--- src/rtl/sound_mixer_pkg.sv ---
// Shared types and helpers for the sample-playback mixer: channel state,
// sign-magnitude decode and output range constants.
package sound_mixer_pkg;

    typedef enum logic [0:0] {
        StIdle,
        StPlay
    } ch_state_e;

    // Widest sample the decode helper accepts.
    localparam int unsigned SmMaxW = 16;

    // Sign-magnitude to two's complement; negative zero decodes to 0.
    function automatic logic signed [SmMaxW-1:0] sm_decode(input logic [SmMaxW-1:0] raw,
                                                           input int unsigned width);
        logic [SmMaxW-1:0] mag;
        logic              sign;
        mag  = raw & ((SmMaxW'(1) << (width - 1)) - SmMaxW'(1));
        sign = ((raw >> (width - 1)) & SmMaxW'(1)) != '0;
        return sign ? -$signed(mag) : $signed(mag);
    endfunction

    function automatic int midscale(input int unsigned out_w);
        return 1 << (out_w - 1);
    endfunction

    function automatic int out_max(input int unsigned out_w);
        return (1 << out_w) - 1;
    endfunction

endpackage

--- src/rtl/sound_channel.sv ---
// One playback channel: pending trig/stop capture, IDLE/PLAY state and the
// registered ROM address, all advanced on the sample tick.
module sound_channel
    import sound_mixer_pkg::*;
#(
    parameter int unsigned ADDR_W = 12
) (
    input  logic              clk,
    input  logic              reset,
    input  logic              tick,
    input  logic              trig,
    input  logic              stop,
    input  logic              loop,
    input  logic [ADDR_W-1:0] len,
    output logic [ADDR_W-1:0] rom_addr,
    output logic              busy
);

    ch_state_e         state_q, state_d;
    logic [ADDR_W-1:0] addr_q, addr_d;
    logic [ADDR_W-1:0] play_len_q, play_len_d;
    logic [ADDR_W-1:0] pend_len_q, pend_len_d;
    logic              trig_pend_q, trig_pend_d;
    logic              stop_pend_q, stop_pend_d;

    // A request on the tick cycle itself counts as already pending.
    logic              trig_now, stop_now;
    logic [ADDR_W-1:0] trig_len;

    assign trig_now = trig | trig_pend_q;
    assign stop_now = stop | stop_pend_q;
    assign trig_len = trig ? len : pend_len_q;

    always_ff @(posedge clk or posedge reset) begin
        if (reset) begin
            state_q     <= StIdle;
            addr_q      <= '0;
            play_len_q  <= '0;
            pend_len_q  <= '0;
            trig_pend_q <= 1'b0;
            stop_pend_q <= 1'b0;
        end else begin
            state_q     <= state_d;
            addr_q      <= addr_d;
            play_len_q  <= play_len_d;
            pend_len_q  <= pend_len_d;
            trig_pend_q <= trig_pend_d;
            stop_pend_q <= stop_pend_d;
        end
    end

    always_comb begin
        state_d     = state_q;
        addr_d      = addr_q;
        play_len_d  = play_len_q;
        pend_len_d  = trig_len;
        trig_pend_d = trig_now;
        stop_pend_d = stop_now;
        if (tick) begin
            trig_pend_d = 1'b0;
            stop_pend_d = 1'b0;
            if (stop_now) begin
                state_d = StIdle;
                addr_d  = '0;
            end else if (trig_now && trig_len != '0) begin
                state_d    = StPlay;
                addr_d     = '0;
                play_len_d = trig_len;
            end else if (state_q == StPlay) begin
                if (addr_q == play_len_q - 1'b1) begin
                    addr_d = '0;
                    if (!loop) begin
                        state_d = StIdle;
                    end
                end else begin
                    addr_d = addr_q + 1'b1;
                end
            end
        end
    end

    always_comb begin
        busy = 1'b0;
        unique case (state_q)
            StIdle:  busy = 1'b0;
            StPlay:  busy = 1'b1;
            default: busy = 1'b0;
        endcase
    end

    assign rom_addr = addr_q;

endmodule

--- src/rtl/sound_mixer.sv ---
// Multi-channel sample mixer: tick divider, NUM_CH channels, signed mix with
// gain and saturation. Define SOUND_MIXER_VOLUME_EN to add per-channel volume.
module sound_mixer
    import sound_mixer_pkg::*;
#(
    parameter int unsigned NUM_CH     = 2,
    parameter int unsigned SAMPLE_W   = 4,
    parameter int unsigned ADDR_W     = 12,
    parameter int unsigned OUT_W      = 8,
    parameter int unsigned CLK_DIV    = 3125,
    parameter int unsigned GAIN_SHIFT = 3
) (
    input  logic                       clk,
    input  logic                       reset,
    input  logic [NUM_CH-1:0]          trig,
    input  logic [NUM_CH-1:0]          stop,
    input  logic [NUM_CH-1:0]          loop,
    input  logic [NUM_CH*ADDR_W-1:0]   len,
    output logic [NUM_CH*ADDR_W-1:0]   rom_addr,
    input  logic [NUM_CH*SAMPLE_W-1:0] rom_data,
`ifdef SOUND_MIXER_VOLUME_EN
    input  logic [NUM_CH*2-1:0]        vol,
`endif
    output logic [NUM_CH-1:0]          busy,
    output logic [OUT_W-1:0]           music_data,
    output logic                       sample_valid
);

    localparam int unsigned CntW = $clog2(CLK_DIV);
    localparam int unsigned SumW = SAMPLE_W + $clog2(NUM_CH) + GAIN_SHIFT + 1;
    localparam int unsigned ExtW = SumW + OUT_W + 1;

    localparam logic [OUT_W-1:0]       MidOut = OUT_W'(midscale(OUT_W));
    localparam logic signed [ExtW-1:0] MidExt = ExtW'(midscale(OUT_W));
    localparam logic signed [ExtW-1:0] MaxExt = ExtW'(out_max(OUT_W));

    logic [CntW-1:0]         cnt_q, cnt_d;
    logic                    tick;
    logic                    tick_dly_q;
    logic                    valid_q;
    logic [OUT_W-1:0]        music_q;
    logic signed [SumW-1:0]  mix_sum;
    logic signed [ExtW-1:0]  mix_val;
    logic [OUT_W-1:0]        mix_sat;

    assign tick  = (cnt_q == CntW'(CLK_DIV - 1));
    assign cnt_d = tick ? '0 : cnt_q + 1'b1;

    for (genvar i = 0; i < NUM_CH; i++) begin : g_ch
        sound_channel #(
            .ADDR_W (ADDR_W)
        ) u_ch (
            .clk      (clk),
            .reset    (reset),
            .tick     (tick),
            .trig     (trig[i]),
            .stop     (stop[i]),
            .loop     (loop[i]),
            .len      (len[i*ADDR_W +: ADDR_W]),
            .rom_addr (rom_addr[i*ADDR_W +: ADDR_W]),
            .busy     (busy[i])
        );
    end

    // rom_data is read while rom_addr/busy hold the post-tick values.
    always_comb begin
        logic signed [SAMPLE_W-1:0] dec;
        dec     = '0;
        mix_sum = '0;
        for (int i = 0; i < int'(NUM_CH); i++) begin
            dec = SAMPLE_W'(sm_decode(SmMaxW'(rom_data[i*SAMPLE_W +: SAMPLE_W]), SAMPLE_W));
`ifdef SOUND_MIXER_VOLUME_EN
            dec = dec >>> vol[i*2 +: 2];
`endif
            if (busy[i]) begin
                mix_sum = mix_sum + SumW'(dec);
            end
        end
    end

    always_comb begin
        mix_val = (ExtW'(mix_sum) <<< GAIN_SHIFT) + MidExt;
        if (mix_val[ExtW-1]) begin
            mix_sat = '0;
        end else if (mix_val > MaxExt) begin
            mix_sat = '1;
        end else begin
            mix_sat = mix_val[OUT_W-1:0];
        end
    end

    always_ff @(posedge clk or posedge reset) begin
        if (reset) begin
            cnt_q      <= '0;
            tick_dly_q <= 1'b0;
            valid_q    <= 1'b0;
            music_q    <= MidOut;
        end else begin
            cnt_q      <= cnt_d;
            tick_dly_q <= tick;
            valid_q    <= tick_dly_q;
            if (tick_dly_q) begin
                music_q <= mix_sat;
            end
        end
    end

    assign music_data   = music_q;
    assign sample_valid = valid_q;

endmodule
--- config.mk ---
export PLATFORM = sky130hd
export DESIGN_NAME = sound_mixer
export DESIGN_NICKNAME = d
export VERILOG_FILES = /design/src/rtl/sound_mixer_pkg.sv /design/src/rtl/sound_channel.sv /design/src/rtl/sound_mixer.sv
export SDC_FILE = /design/constraint.sdc
export NUM_CORES = 1
export LEC_CHECK = 0
export ABC_AREA = 0
export CAP_MARGIN = 15
export CORE_MARGIN = 10
export CORE_UTILIZATION = 39
export DETAILED_ROUTE_END_ITERATION = 12
export PLACE_DENSITY = 0.62
export REMOVE_ABC_BUFFERS = 1
export SLEW_MARGIN = 20
export SYNTH_ARGS = -nofsm -noshare
export SYNTH_HDL_FRONTEND = slang
export SYNTH_SLANG_ARGS = --single-unit
--- constraint.sdc ---
create_clock -name clk -period 7.6 [get_ports clk]
set_input_delay 2.28 -clock clk [delete_from_list [all_inputs] [get_ports clk]]
set_output_delay 2.28 -clock clk [all_outputs]
set_load 0.01 [all_outputs]
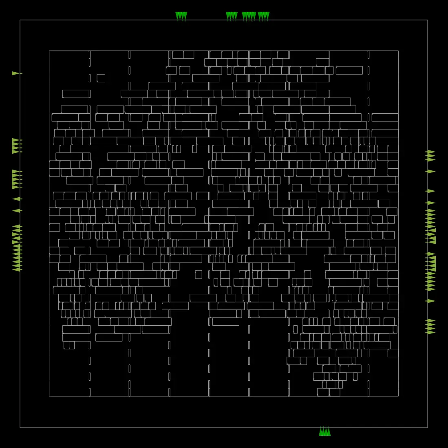
(images/placement.png)
Rows: 44
fillers: 1349
Post-Layout Cell Count: 822

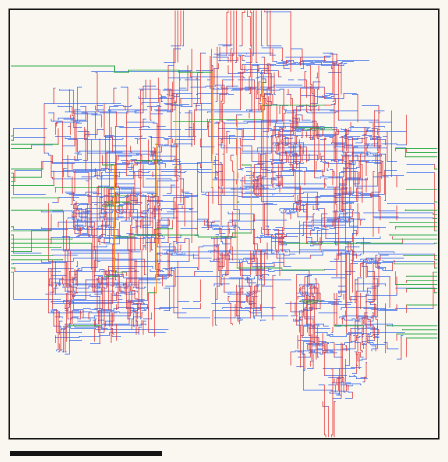
(images/wires.png)
Scale bar: 50 um.
Key: red = metal 2 [wire length 6300 um]; green = metal 3 [wire length 827 um]; orange = metal 4 [wire length 216 um]; blue = metal 1 [wire length 6420 um]
via count: 4506
total wire length: 13800 um

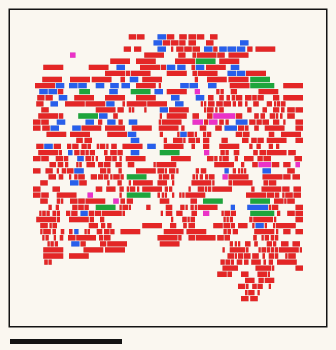
(images/sizes.png)
Scale bar: 50 um.
Key: green = _6 and larger [cells 13]; red = _0 and _1 cells [cells 550]; blue = _2 cells [cells 63]; magenta = _3 and _4 cells [cells 12]
area grow syn2layout: 21.8%
Non-clock buffers: 78
Setup WS post-layout: 1050 ps

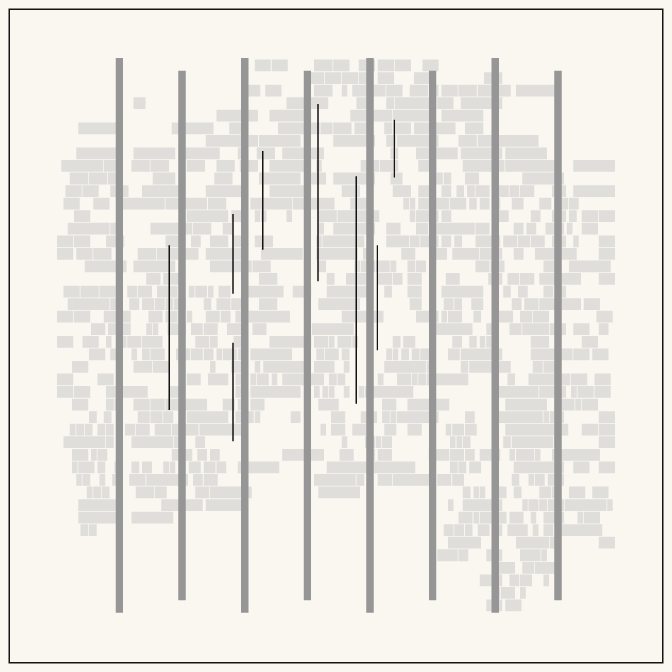
(images/layer_met4.png)
Supply wires on this layer in gray.
The wires run mostly vertical. The layer holds 1.6% of the routed length. The longest straight run is 49.0 um. 6 nets have wire on it.

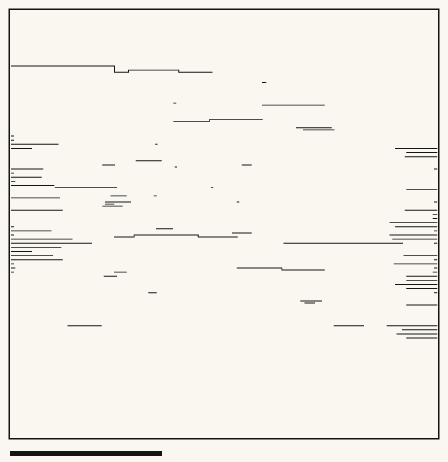
(images/layer_met3.png)
Scale bar: 50 um.
The wires run mostly horizontal. The layer holds 6.0% of the routed length.
met3 global-route usage: 4.37%

==> results.sh <==
# implementation run metrics
export IMPL_status="completed"
export IMPL_synthDominantCellAreaShare_pct=42.4
export IMPL_dp_cells=806
export IMPL_numCtsBuffers=9
export IMPL_coreArea_sq_um=14500
export IMPL_wire_per_inst_um=16.7
export IMPL_dr_pass1_iters=4
export IMPL_ys_types=66
export IMPL_cts_root_buf="clkbuf_16"
export IMPL_crit_path_start_kind="input port"
export IMPL_criticalPathCategory="input port to flip-flop"
export IMPL_p_total_w=0.00116
export IMPL_yosys_stat_area_sq_um=5730
export IMPL_fin_setup_tns_ps=0
export IMPL_drv_slew=0
export IMPL_leakage_nw=2.96
export IMPL_die_height_um=141
export IMPL_syn_area_sq_um=5730
export IMPL_grt_overflow=0
export IMPL_cts_hold_buf=0
export IMPL_crit_arrival_ps=6770
export IMPL_place_hpwl_um=10100
export IMPL_gr_usage_all_layers_pct=14.0
export IMPL_post_place_ws_ps=760
export IMPL_tool_warnings=26
export IMPL_postCtsSetupBuffers=0
export IMPL_hold_viol=0
export IMPL_htree_levels=3
export IMPL_synth_flop_count=98
export IMPL_timing_hold_ws_ps=485
export IMPL_ys_warn_count=0
export IMPL_postSynthSeqShare_pct=42.8
export IMPL_slew_headroom_pct=44.7
export IMPL_crit_slowest_cell="clkdlybuf4s50_1"
export IMPL_io_pins=75
export IMPL_flop_cell="dfrtp_1"
export IMPL_fmax_mhz=153
export IMPL_cts_tree="built"
export IMPL_die_width_um=141
export IMPL_path_clk_slew_ps=70
export IMPL_portBuffers=74
export IMPL_slowest_delay_ps=510
export IMPL_top_layer="met4"
export IMPL_fin_nets=690
export IMPL_rsz0062_at_grt="no"
export IMPL_gp_congestion=0.905
export IMPL_cts_sinks=98
export IMPL_path_buffers=2
export IMPL_fin_skew_ps=7.27
export IMPL_synthArstFlopShare_pct=100
export IMPL_vias_per_cell=5.48
export IMPL_top_cells_by_count="dfrtp_1 (97), mux2_2 (50), nand2_1 (40)"
export IMPL_chipArea_sq_um=19900
export IMPL_grt_pass1_vias=4586
export IMPL_clk_latency_ps=350
export IMPL_drtAntennaViolNets=0
export IMPL_grt_max_degree=58
export IMPL_largest_area_cell="dfrtp_1"
export IMPL_wl_met2_um=6300
export IMPL_maxCapViolCount=0
export IMPL_fp_util_pct=39.6
export IMPL_worstHoldPathType="flip-flop to flip-flop"
export IMPL_worstPathRequired_ps=7820
export IMPL_grt_antenna_before_repair=0
export IMPL_grt_pass1_wl_um=23100
export IMPL_drt_iter0_drc=315
export IMPL_ys_cells=566
## layer usage
| layer | vias up | GRT usage [%] |
|---|---|---|
| met5 | - | 0 |
| met4 | 0 | 4.29 |
| met3 | 20 | 4.37 |
| met2 | 100 | 22.2 |
| met1 | 2188 | 17.9 |
| li1 | 2198 | - |
## final cells by class
| class | instances | area [sq um] | area share, % |
|---|---|---|---|
| Clock inverter | 6 | 114 | 1.63 |
| Inverter | 28 | 108 | 1.54 |
| Sequential cell | 98 | 2450 | 35.1 |
| Clock buffer | 10 | 239 | 3.42 |
| Timing Repair Buffer | 78 | 771 | 11.0 |
| Multi-Input combinational cell | 418 | 3070 | 43.9 |
| Tap cell | 184 | 230 | 3.30 |
## worst register-to-register path: stages (launching register included)
cell and delay [ps]:
dfrtp_1 500, nand2_1 160, inv_1 50, ha_1 190, inv_1 70, fa_1 200
nor2b_1 70, o21ai_0 150, nand2b_1 90, fa_1 490, nand2_1 40, o21ai_0 200
o211ai_1 220, or2_2 340, nor3b_1 220, a31oi_1 70, a211o_1 300, ha_1 360
o211ai_1 120, nand3_1 110, o21ai_0 80
## kinds of logic after synthesis
family                     after synthesis  share of synthesized area (%)
adders and majority gates               17                           4.10
AOI/OAI and AO/OA                      111                           14.0
buffers and inverters                   50                           3.69
xor gates and xnor gates                44                           6.86
DFF                                     98                           42.8
muxes                                   52                           10.2
and+or+nand+nor                        194                           18.4
## cells in the final DEF (no fill, tap or decap), types with 5 or more instances in the layout
cell,count
o21ai_0,27
o31ai_1,17
a22o_1,12
dfrtp_1,97
nor2b_1,13
inv_1,27
xor2_1,14
a211oi_1,5
nor3_1,19
o211ai_1,7
nor2_1,32
a21oi_1,12
xnor2_1,29
nand2b_1,8
and3_1,13
mux2_2,50
nand3_1,20
nand2_1,40
ha_1,14
clkbuf_16,9
clkdlybuf4s50_1,74
nor4_1,11
or4_1,5
## power by group
part | internal [W] | switching, W | total, W
Clock | 0.000331 | 0.000202 | 0.000533
Combinational | 0.0000426 | 0.0000397 | 0.0000824
Sequential | 0.000535 | 0.00000716 | 0.000542
Total | 0.000908 | 0.000249 | 0.00116
## flip-flops by register name (all words and copies together), names as in the netlist
register	count
g_ch.u_ch.trig_pend_q	2
g_ch.u_ch.pend_len_q	24
g_ch.u_ch.play_len_q	24
cnt_q	12
g_ch.u_ch.stop_pend_q	2
sample_valid	1
tick_dly_q	1
g_ch.u_ch.state_q	2
g_ch.u_ch.rom_addr	24
music_data	6
## through the flow
step / cell area (sq um) / utilization, %
2_1_floorplan: 5620 / -
3_3_place_gp: 6630 / 45.8
3_5_place_dp: 6630 / 45.8
4_1_cts: 6980 / 48.2
5_1_grt: 6980 / 48.2
6_report: 6980 / 48.2
## worst paths after layout
kind	depth (start not counted)	slack [ps]	to	startpoint
setup / recovery	22	1050	music_data[4]	rom_data[0]
hold / removal	2	480	g_ch[1].u_ch.trig_pend_q	g_ch[1].u_ch.trig_pend_q
setup reg to reg	20	3450	music_data[4]	g_ch[0].u_ch.state_q
hold reg to reg	2	480	g_ch[1].u_ch.trig_pend_q	g_ch[1].u_ch.trig_pend_q
max in group asynchronous	3	4190	cnt_q[4]	reset
min in group asynchronous	2	2420	g_ch[0].u_ch.rom_addr[4]	reset
No activity file was given, so power comes from the tool's default toggle rates.
